### Met2 routing

Scale: 3 px per µm.
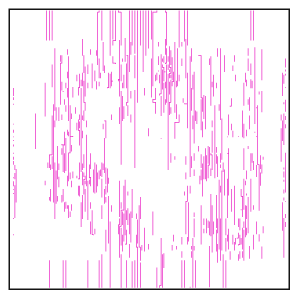
### Metal layers overlaid

Scale: 4 px per µm.
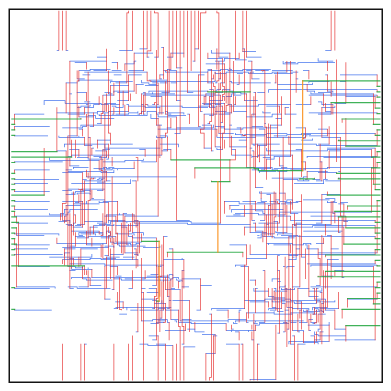
### M3 wires

Scale: 3 px per µm.
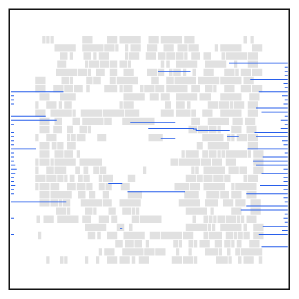
<file path="config.mk">
export PLATFORM = sky130hd
export DESIGN_NAME = exception_unit
export DESIGN_NICKNAME = d
export VERILOG_FILES = /design/src/rtl/cpu_defs.sv /design/src/rtl/exception_unit_wait_counter.sv /design/src/rtl/exception_unit.sv
export SDC_FILE = /design/constraint.sdc
export NUM_CORES = 1
export LEC_CHECK = 0
export ABC_CLOCK_PERIOD_IN_PS = 7720
export CORE_MARGIN = 8
export CORE_UTILIZATION = 41
export DETAILED_ROUTE_END_ITERATION = 12
export PLACE_DENSITY = 0.86
export SLEW_MARGIN = 20
export SYNTH_ARGS = -nofsm -noshare
export SYNTH_HDL_FRONTEND = slang
export SYNTH_SLANG_ARGS = --single-unit
</file>
<file path="constraint.sdc">
create_clock -name clk -period 7.72 [get_ports clk]
set_input_delay 2.316 -clock clk [delete_from_list [all_inputs] [get_ports clk]]
set_output_delay 2.316 -clock clk [all_outputs]
set_load 0.05 [all_outputs]
</file>
<file path="src/rtl/cpu_defs.sv">
// ============================================================================
//  Module      : cpu_defs (package)
//  Description : Shared encodings for the exception sequencer and the
//                exception-address mux: states, causes, mux codes, vectors.
//  Revision    : 1.0  initial release
// ============================================================================
`default_nettype none

package cpu_defs;

    typedef enum logic [1:0] {
        ST_IDLE  = 2'd0,
        ST_FETCH = 2'd1,
        ST_WAIT  = 2'd2,
        ST_LOAD  = 2'd3
    } state_t;

    typedef enum logic [1:0] {
        CAUSE_OPCODE   = 2'b00,
        CAUSE_OVERFLOW = 2'b01,
        CAUSE_DIV0     = 2'b10
    } cause_t;

    // Must match the select decoding inside the exception-address mux.
    localparam logic [2:0] c_ctrl_opcode   = 3'b000;
    localparam logic [2:0] c_ctrl_overflow = 3'b001;
    localparam logic [2:0] c_ctrl_div0     = 3'b010;

    localparam logic [7:0] c_vec_opcode   = 8'd253;
    localparam logic [7:0] c_vec_overflow = 8'd254;
    localparam logic [7:0] c_vec_div0     = 8'd255;

    function automatic logic [2:0] cause_to_ctrl(input cause_t cause);
        logic [2:0] ctrl;
        case (cause)
            CAUSE_OVERFLOW: ctrl = c_ctrl_overflow;
            CAUSE_DIV0:     ctrl = c_ctrl_div0;
            default:        ctrl = c_ctrl_opcode;
        endcase
        return ctrl;
    endfunction

endpackage

`default_nettype wire

</file>
<file path="src/rtl/exception_unit_wait_counter.sv">
// ============================================================================
//  Module      : wait_counter
//  Description : Loadable down-counter with enable and zero flag; stops at 0.
//  Revision    : 1.0  initial release
// ============================================================================
`default_nettype none

module wait_counter #(
    parameter int WIDTH = 1
) (
    input  logic             clk,
    input  logic             rst,
    input  logic             i_load,
    input  logic             i_enable,
    input  logic [WIDTH-1:0] i_load_val,
    output logic             o_zero
);

    logic [WIDTH-1:0] r_count;

    always_ff @(posedge clk) begin
        if (rst) begin
            r_count <= '0;
        end else if (i_load) begin
            r_count <= i_load_val;
        end else if (i_enable && (r_count != '0)) begin
            r_count <= r_count - WIDTH'(1);
        end
    end

    assign o_zero = (r_count == '0);

endmodule

`default_nettype wire

</file>
<file path="src/rtl/exception_unit.sv">
// ============================================================================
//  Module      : exception_unit
//  Description : Captures EPC/cause, fetches the vector byte and loads the
//                handler address into PC while the control FSM is stalled.
//  Revision    : 1.0  initial release
// ============================================================================
`default_nettype none

module exception_unit
    import cpu_defs::*;
#(
    parameter int MEM_LAT   = 1,
    parameter int PC_OFFSET = 4
) (
    input  logic        clk,
    input  logic        reset,
    input  logic        opcode_invalid,
    input  logic        overflow,
    input  logic        div_zero,
    input  logic [31:0] pc_in,
    input  logic [31:0] mem_data_in,
    output logic [2:0]  excpt_ctrl,
    output logic        mem_read,
    output logic        excpt_addr_sel,
    output logic        busy,
    output logic [31:0] epc,
    output logic [1:0]  cause,
    output logic        pc_load,
    output logic [31:0] handler_pc
);

    localparam int                 c_cnt_w    = $clog2(MEM_LAT) + 1;
    localparam logic [c_cnt_w-1:0] c_cnt_init = c_cnt_w'(MEM_LAT - 1);

    state_t      r_state;
    state_t      w_next_state;
    cause_t      r_cause;
    cause_t      w_cause_sel;
    logic [31:0] r_epc;
    logic [31:0] r_handler;
    logic        w_any_exc;
    logic        w_cnt_zero;
    logic        w_cnt_load;
    logic        w_cnt_en;
    logic [23:0] w_unused_mem_hi;

    // Only the vector byte is meaningful; the upper read data is discarded.
    assign w_unused_mem_hi = mem_data_in[31:8];

    assign w_any_exc = opcode_invalid | overflow | div_zero;

    always_comb begin
        w_cause_sel = CAUSE_OPCODE;
        if (div_zero) begin
            w_cause_sel = CAUSE_DIV0;
        end else if (overflow) begin
            w_cause_sel = CAUSE_OVERFLOW;
        end
    end

    assign w_cnt_load = (r_state == ST_FETCH);
    assign w_cnt_en   = (r_state == ST_WAIT);

    wait_counter #(
        .WIDTH (c_cnt_w)
    ) u_wait_counter (
        .clk        (clk),
        .rst        (reset),
        .i_load     (w_cnt_load),
        .i_enable   (w_cnt_en),
        .i_load_val (c_cnt_init),
        .o_zero     (w_cnt_zero)
    );

    always_comb begin
        w_next_state = r_state;
        case (r_state)
            ST_IDLE:  if (w_any_exc) w_next_state = ST_FETCH;
            ST_FETCH: w_next_state = ST_WAIT;
            ST_WAIT:  if (w_cnt_zero) w_next_state = ST_LOAD;
            ST_LOAD:  w_next_state = ST_IDLE;
            default:  w_next_state = ST_IDLE;
        endcase
    end

    always_ff @(posedge clk) begin
        if (reset) begin
            r_state   <= ST_IDLE;
            r_cause   <= CAUSE_OPCODE;
            r_epc     <= '0;
            r_handler <= '0;
        end else begin
            r_state <= w_next_state;
            if ((r_state == ST_IDLE) && w_any_exc) begin
                r_cause <= w_cause_sel;
                r_epc   <= pc_in - 32'(PC_OFFSET);
            end
            if ((r_state == ST_WAIT) && w_cnt_zero) begin
                r_handler <= {24'b0, mem_data_in[7:0]};
            end
        end
    end

    // Mux select stays valid through WAIT so the read address is stable.
    always_comb begin
        excpt_ctrl     = c_ctrl_opcode;
        mem_read       = 1'b0;
        excpt_addr_sel = 1'b0;
        pc_load        = 1'b0;
        case (r_state)
            ST_FETCH: begin
                excpt_ctrl     = cause_to_ctrl(r_cause);
                mem_read       = 1'b1;
                excpt_addr_sel = 1'b1;
            end
            ST_WAIT: begin
                excpt_ctrl     = cause_to_ctrl(r_cause);
                excpt_addr_sel = 1'b1;
            end
            ST_LOAD: pc_load = 1'b1;
            default: ;
        endcase
    end

    assign busy       = (r_state != ST_IDLE);
    assign epc        = r_epc;
    assign cause      = r_cause;
    assign handler_pc = r_handler;

endmodule

`default_nettype wire
</file>
==> impl_table.tex <==
% Table of physical implementation metrics
\begin{tabular}{lr}
\hline
Metric & Value \\
\hline
\multicolumn{2}{l}{\textbf{Status}} \\
Status & finished, final reports clean \\
\multicolumn{2}{l}{\textbf{Synth}} \\
Share of synthesized area spent on multiplexers & between 3 and 4\% \\
Yosys stat area & $\sim$0.0024 mm² \\
Number of enable-type register cells in the synthesized netlist & 0 \\
Area fraction in xor and xnor cells & 8.68\% \\
Cell type with the highest aggregate area in the netlist & sky130\_fd\_sc\_hd\_\_dfxtp\_1 \\
Share of synthesized registers carrying an async set or reset & 0\% \\
Syn Inst Count & $\sim$280 \\
Complex-gate fraction of the synthesized area & 12.1\% \\
Cell types with the highest counts after synthesis & 54 x sky130\_fd\_sc\_hd\_\_nor2\_1, 45 x sky130\_fd\_sc\_hd\_\_dfxtp\_1, 26 x sky130\_fd\_sc\_hd\_\_a211oi\_1, 25 x sky130\_fd\_sc\_hd\_\_buf\_4, 17 x sky130\_fd\_sc\_hd\_\_xor2\_1 \\
Dominant cell by count in the synthesized netlist & sky130\_fd\_sc\_hd\_\_nor2\_1 \\
\multicolumn{2}{l}{\textbf{Worst hold path}} \\
Tightest Hold Check Type & flip-flop to flip-flop \\
Hold Startpoint & epc[1] \\
Count of cells along the worst hold path & 2 \\
\multicolumn{2}{l}{\textbf{Global routing}} \\
Largest net degree at the start of global routing & 63 \\
Vias in the first global route & around 2,300 \\
\multicolumn{2}{l}{\textbf{Finish}} \\
Most area-hungry cell class in the final design & logic gates \\
Most numerous logic cells after layout & 92 x sky130\_fd\_sc\_hd\_\_clkdlybuf4s50\_1, 54 x sky130\_fd\_sc\_hd\_\_nor2\_1, 45 x sky130\_fd\_sc\_hd\_\_dfxtp\_1, 26 x sky130\_fd\_sc\_hd\_\_a211oi\_1, 25 x sky130\_fd\_sc\_hd\_\_conb\_1 \\
Sequential fraction of total cell area & 26.5\% \\
Clock buffers & 6 \\
Proportion of final cell area spent on non-clock buffers & 27.7\% \\
Clock distribution area overhead in the final layout & 3.53\% \\
Fill count & 545 \\
Footprint of the multi-input gates & 0.00133 mm² \\
Antenna Diode Count & 0 \\
\multicolumn{2}{l}{\textbf{Job}} \\
Number of OpenROAD warnings & 53 \\
\multicolumn{2}{l}{\textbf{Worst setup path}} \\
Worst setup SP type & primary input \\
Worst R2R End & handler\_pc[6] \\
Worst path required time & 7.92 ns \\
CP peak stage delay & 0.59 ns \\
Critical path cell sequence & clkdlybuf4s50\_1 -> or4\_1 -> nor2\_2 -> nand3\_2 -> or4\_1 -> a311oi\_1 \\
Top cell by count, worst path & sky130\_fd\_sc\_hd\_\_or4\_1 \\
\multicolumn{2}{l}{\textbf{Routing}} \\
Number of vias per cell after detailed routing & between 4 and 5 \\
Drt drc & 0 \\
Wire length on met2 & 3080 µm \\
Highest routed layer & met4 \\
\multicolumn{2}{l}{\textbf{Floorplanning}} \\
Die Outline Area & 0.00862 mm² \\
Fp\_density & 41.7\% \\
I/O pin total & 142 \\
\multicolumn{2}{l}{\textbf{Clock network}} \\
Post-cts sizing count & 0 \\
Hold buffers post-CTS & 0 \\
Count of clock tree sinks & between 40 and 50 \\
Clock latency of the later-clocked register in the worst-skew pair & 0.29 ns \\
Buffer cell driving the clock tree root & sky130\_fd\_sc\_hd\_\_clkbuf\_8 \\
Largest buffer count on any clock path & 2 \\
Post-CTS setup buffers & 0 \\
\multicolumn{2}{l}{\textbf{Timing}} \\
Final cycle utilization of the critical path & between 60\% and 70\% \\
Slew at the pin with the worst max-slew slack & 0.905 ns \\
Final hold slack & $\sim$0.46 ns \\
Highest clock frequency the design can meet & 216 MHz \\
Relative slew slack & 39.6\% \\
Unrepaired setup endpoints after global routing & no \\
Max Clock Skew & 0.00517 ns \\
Total of endpoints with negative setup slack in the final report & 0 \\
\multicolumn{2}{l}{\textbf{Placed design}} \\
Tally of buffers added on design ports & approximately 92 \\
\multicolumn{2}{l}{\textbf{Power and ir drop}} \\
Largest voltage drop on the vdd net & 0.000291 V \\
Leakage power summed over all cells & 1.24 nW \\
\hline
\end{tabular}
Back to the opening pictures, 'Met2 routing':
longest straight run: 40.1 µm
nets with wire on the layer: 360
share of all routed wire: 48%
Routed WL: 6490 µm
met2 global-route usage: 25.7%
via total after detailed routing: 2,180

Back to the opening pictures, 'Metal layers overlaid':
| color | layer | wire length |
|---|---|---|
| blue | M1 | 2,950 µm |
| orange | M4 | 55.1 µm |
| green | M3 | 408 µm |
| red | M2 | 3,080 µm |
average wire length per cell after detail routing: 14.8 µm
global-route usage over all layers: 15.1%

Back to the opening pictures, 'M3 wires':
share of all routed wire: 6.3%
nets with wire on the layer: 74
met3 GRT Util: 4.45%

worst max-delay path: cells and delay by family:
family | cells | cell delay, ns
compound gates | 1 | 0.27
buf+inv | 1 | 0.51
simple gates | 4 | 1.73
worst max-delay path by stage:
stage,startpoint,to,cells past startpoint
2_1_floorplan,r_state[0],excpt_ctrl[1],4
3_3_place_gp,pc_in[9],epc[29],6
3_5_place_dp,pc_in[9],epc[29],6
4_1_cts,pc_in[9],epc[29],6
5_1_grt,pc_in[9],epc[29],6
6_report,pc_in[9],epc[29],6
sequential cells by signal, indices dropped and copies added, names as in the netlist:
signal and cells:
epc 32, handler_pc 8, cause 2, r_state 2, u_wait_counter.r_count 1
stage by stage:
step	instances	cell area [µm²]	util, %
after floorplan	304	2510	-
after CTS	440	3400	58.5
final	440	3400	58.5
after global routing	440	3400	58.5
after detailed placement	432	3280	56.4
after global placement	432	3280	56.4
where the power goes:
part | switching [mW] | internal [mW] | total [mW]
Clock | 0.0791 | 0.105 | 0.184
Sequential | 0.0358 | 0.300 | 0.336
Combinational | 0.457 | 0.216 | 0.673
Total | 0.572 | 0.621 | 1.19
per-layer routing:
layer / vias up / GRT usage (%)
li1: 1100 / -
met1: 992 / 18.0
met2: 82 / 25.7
met3: 6 / 4.45
met4: 0 / 3.49
met5: - / 0
cells by family (layout without fill, tap and decap cells):
group                    Yosys count  in the layout
adder cells (fa/ha/maj)            5              5
AND-OR/OR-AND                     40             40
AND/OR/NAND/NOR                  110            110
multiplexers                       8              8
XOR/XNOR                          24             24
buffers and inverters             47            108
flip-flops                        45             45
other                              1             25
Power and IR drop assume default switching activity.
